Fig. 1: cell density map
Scale: 4 px per um. The die is cut into 7 by 7 equal tiles; dark purple is low, yellow is high, 0 to 100% covered.
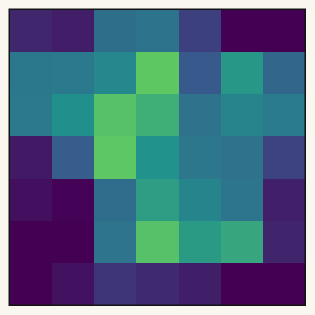
Fig. 2: sequential cells colored by netlist name
Scale: 4 px per um. Other sequential cells in the stronger gray, the rest of the logic in the fainter gray.
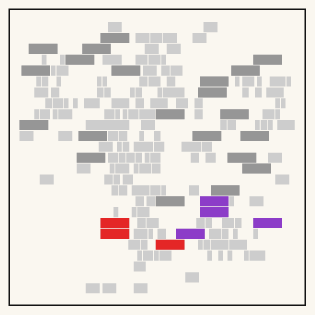
===== config.mk =====
export PLATFORM = sky130hd
export DESIGN_NAME = signal_conflict_monitor
export DESIGN_NICKNAME = d
export VERILOG_FILES = /design/src/rtl/traffic_pkg.sv /design/src/rtl/light_seq_checker.sv /design/src/rtl/signal_conflict_monitor.sv
export SDC_FILE = /design/constraint.sdc
export NUM_CORES = 1
export LEC_CHECK = 0
export CORE_MARGIN = 2
export CORE_UTILIZATION = 30
export DETAILED_ROUTE_END_ITERATION = 8
export HOLD_SLACK_MARGIN = 0.1
export PLACE_DENSITY = 0.54
export SKIP_CTS_REPAIR_TIMING = 1
export SLEW_MARGIN = 0
export SYNTH_ARGS = -nofsm -noshare
export SYNTH_HDL_FRONTEND = slang
export SYNTH_SLANG_ARGS = --single-unit

===== constraint.sdc =====
create_clock -name clk -period 5.18 [get_ports clk]
set_clock_uncertainty 0.05 [all_clocks]
set_input_delay 1.036 -clock clk [delete_from_list [all_inputs] [get_ports clk]]
set_output_delay 1.036 -clock clk [all_outputs]
set_load 0.01 [all_outputs]

===== src/rtl/traffic_pkg.sv =====
// Shared light encodings, fault codes and monitor state type for the
// signal conflict monitor.
package traffic_pkg;

    localparam logic [2:0] GREEN  = 3'b001;
    localparam logic [2:0] YELLOW = 3'b010;
    localparam logic [2:0] RED    = 3'b100;
    localparam logic [2:0] DARK   = 3'b000;

    localparam logic [2:0] FC_NONE      = 3'd0;
    localparam logic [2:0] FC_CONFLICT  = 3'd1;
    localparam logic [2:0] FC_BAD_ENC   = 3'd2;
    localparam logic [2:0] FC_ILLEGAL   = 3'd3;
    localparam logic [2:0] FC_SHORT_YEL = 3'd4;

    typedef enum logic {
        ST_MONITOR     = 1'b0,
        ST_FAULT_FLASH = 1'b1
    } mon_state_e;

    function automatic logic is_onehot3(input logic [2:0] v);
        return (v == GREEN) || (v == YELLOW) || (v == RED);
    endfunction

endpackage


===== src/rtl/light_seq_checker.sv =====
// Per-direction sequence checker: remembers last cycle's light and the
// length of the current yellow run, and flags illegal moves and yellows
// that end before MIN_YELLOW cycles.
module light_seq_checker
    import traffic_pkg::*;
#(
    parameter int MIN_YELLOW = 10
) (
    input  logic       clk,
    input  logic       rst,
    input  logic [2:0] light,
    input  logic       load,
    output logic       illegal,
    output logic       short_yel
);

    localparam int YW = $clog2(MIN_YELLOW + 1);
    localparam logic [YW-1:0] YMAX = YW'(MIN_YELLOW);

    logic [2:0]    prev_q, prev_d;
    logic [YW-1:0] ycnt_q, ycnt_d;

    // Move legality and short-yellow detection against last cycle's value
    always_comb begin
        illegal   = 1'b1;
        short_yel = 1'b0;
        case (prev_q)
            GREEN:   illegal = !((light == GREEN)  || (light == YELLOW));
            YELLOW:  illegal = !((light == YELLOW) || (light == RED));
            RED:     illegal = !((light == RED)    || (light == GREEN));
            default: illegal = 1'b1;
        endcase
        short_yel = (prev_q == YELLOW) && (light == RED) && (ycnt_q < YMAX);
    end

    // History update; load restarts the yellow run so no stale count
    // survives a fault clear
    always_comb begin
        prev_d = light;
        if (light != YELLOW)
            ycnt_d = '0;
        else if (load)
            ycnt_d = YW'(1);
        else if (ycnt_q == YMAX)
            ycnt_d = ycnt_q;
        else
            ycnt_d = ycnt_q + YW'(1);
    end

    // History registers
    always_ff @(posedge clk) begin
        if (rst) begin
            prev_q <= RED;
            ycnt_q <= '0;
        end else begin
            prev_q <= prev_d;
            ycnt_q <= ycnt_d;
        end
    end

endmodule


===== src/rtl/signal_conflict_monitor.sv =====
// Traffic signal conflict monitor: passes controller requests to the lamps
// with one cycle of latency and forces a red flash on any unsafe request.
//
//   state          | meaning
//   ST_MONITOR     | lamps follow requests, all fault checks active
//   ST_FAULT_FLASH | cause latched, both lamps flash red until cleared
module signal_conflict_monitor
    import traffic_pkg::*;
#(
    parameter int MIN_YELLOW = 10,
    parameter int FLASH_HALF = 5
) (
    input  logic       clk,
    input  logic       rst,
    input  logic [2:0] ns_light,
    input  logic [2:0] ew_light,
    input  logic       fault_clr,
    output logic [2:0] ns_lamp,
    output logic [2:0] ew_lamp,
    output logic       fault,
    output logic [2:0] fault_code
);

    localparam int FW = $clog2(2 * FLASH_HALF);
    localparam logic [FW-1:0] F_LAST = FW'(2 * FLASH_HALF - 1);
    localparam logic [FW-1:0] F_HALF = FW'(FLASH_HALF);

    mon_state_e    state_q, state_d;
    logic [2:0]    ns_lamp_q, ns_lamp_d;
    logic [2:0]    ew_lamp_q, ew_lamp_d;
    logic [2:0]    code_q, code_d;
    logic [FW-1:0] flash_q, flash_d;

    logic       conflict, bad_enc, exit_flash;
    logic       ns_illegal, ew_illegal, ns_short, ew_short;
    logic [2:0] cause;

    light_seq_checker #(.MIN_YELLOW(MIN_YELLOW)) u_ns_chk (
        .clk       (clk),
        .rst       (rst),
        .light     (ns_light),
        .load      (exit_flash),
        .illegal   (ns_illegal),
        .short_yel (ns_short)
    );

    light_seq_checker #(.MIN_YELLOW(MIN_YELLOW)) u_ew_chk (
        .clk       (clk),
        .rst       (rst),
        .light     (ew_light),
        .load      (exit_flash),
        .illegal   (ew_illegal),
        .short_yel (ew_short)
    );

    // Prioritised fault cause: lowest code wins, directions weigh equally
    always_comb begin
        conflict = (ns_light != RED) && (ew_light != RED);
        bad_enc  = !is_onehot3(ns_light) || !is_onehot3(ew_light);
        if (conflict)
            cause = FC_CONFLICT;
        else if (bad_enc)
            cause = FC_BAD_ENC;
        else if (ns_illegal || ew_illegal)
            cause = FC_ILLEGAL;
        else if (ns_short || ew_short)
            cause = FC_SHORT_YEL;
        else
            cause = FC_NONE;
    end

    // Next state, lamp drive, latched code and flash phase
    always_comb begin
        state_d    = state_q;
        ns_lamp_d  = ns_light;
        ew_lamp_d  = ew_light;
        code_d     = code_q;
        flash_d    = '0;
        exit_flash = 1'b0;
        case (state_q)
            ST_MONITOR: begin
                if (cause != FC_NONE) begin
                    state_d   = ST_FAULT_FLASH;
                    code_d    = cause;
                    ns_lamp_d = RED;
                    ew_lamp_d = RED;
                end
            end
            ST_FAULT_FLASH: begin
                if (fault_clr && !conflict && !bad_enc) begin
                    state_d    = ST_MONITOR;
                    code_d     = FC_NONE;
                    exit_flash = 1'b1;
                end else begin
                    flash_d   = (flash_q == F_LAST) ? '0 : flash_q + FW'(1);
                    ns_lamp_d = (flash_d < F_HALF) ? RED : DARK;
                    ew_lamp_d = (flash_d < F_HALF) ? RED : DARK;
                end
            end
            default: state_d = ST_MONITOR;
        endcase
    end

    // State and output registers
    always_ff @(posedge clk) begin
        if (rst) begin
            state_q   <= ST_MONITOR;
            ns_lamp_q <= RED;
            ew_lamp_q <= RED;
            code_q    <= FC_NONE;
            flash_q   <= '0;
        end else begin
            state_q   <= state_d;
            ns_lamp_q <= ns_lamp_d;
            ew_lamp_q <= ew_lamp_d;
            code_q    <= code_d;
            flash_q   <= flash_d;
        end
    end

    assign ns_lamp    = ns_lamp_q;
    assign ew_lamp    = ew_lamp_q;
    assign fault      = (state_q == ST_FAULT_FLASH);
    assign fault_code = code_q;

endmodule


==> run notes <==
Implementation run completed; key figures follow.

Run status:
- The flow ran to the end, and the final reports show no timing, DRC or antenna violations.

Logic synthesis:
- The run puts the post-synthesis async set-or-reset flop share at 0%.
- The run puts the count of different cell masters after synthesis at between 40 and 50.
- The synthesis stat section lists a flop and latch total of 28.
- In this run, the synthesized area fraction spent on adder and majority cells is recorded as about 3.4%.

Die:
- The floorplan step set the die height to 73.6 um.
- The run gives the floorplan die width as 73.6 um.
- The chip occupies between 5000 and 6000 um2.

STA:
- The run gives the total negative slack as 0 ns.

Power:
- Summed over all cells, the static leakage comes to roughly 0.62 nW.
- Clock network power for this build is about 0.00017 W.

Detailed routing:
- The run puts the via density per instance at approximately 5.0.
- The run gives the final routed DRC violation total as 0.

Setup path:
- Per STA, the worst path is made up of clkdlybuf4s50_1 > o21ai_0 > nand4_1 > or3_1 > and3_4 > a221o_1.
- The run gives the start point of the critical path as ns_light[1].
- The run gives the number of cells on the critical path as 6.

Final layout:
- The run puts the area taken by flip-flops and latches at about 560 um2.

Global routing:
- The run gives the met3 routing resource usage after global routing as approximately 3.6%.
- The run puts the met2 layer usage reported by global route at between 20% and 30%.
- The run puts the number of global-route vias before repair at between 1k and 1.5k.

CTS:
- Counting the buffers created by CTS gives 3.
Back to the opening pictures, Fig. 1:
The fullest tile reaches 75%. The emptiest ninth of the die: south-west. The mean over all tiles is 31%. The densest ninth of the die: center.

Back to the opening pictures, Fig. 2:
Purple is u_ew_chk.ycnt_q, sequential cells 4. Red is u_ew_chk.prev_q, sequential cells 3.

Power figures rest on the tool's default switching activity, not on a simulated workload.
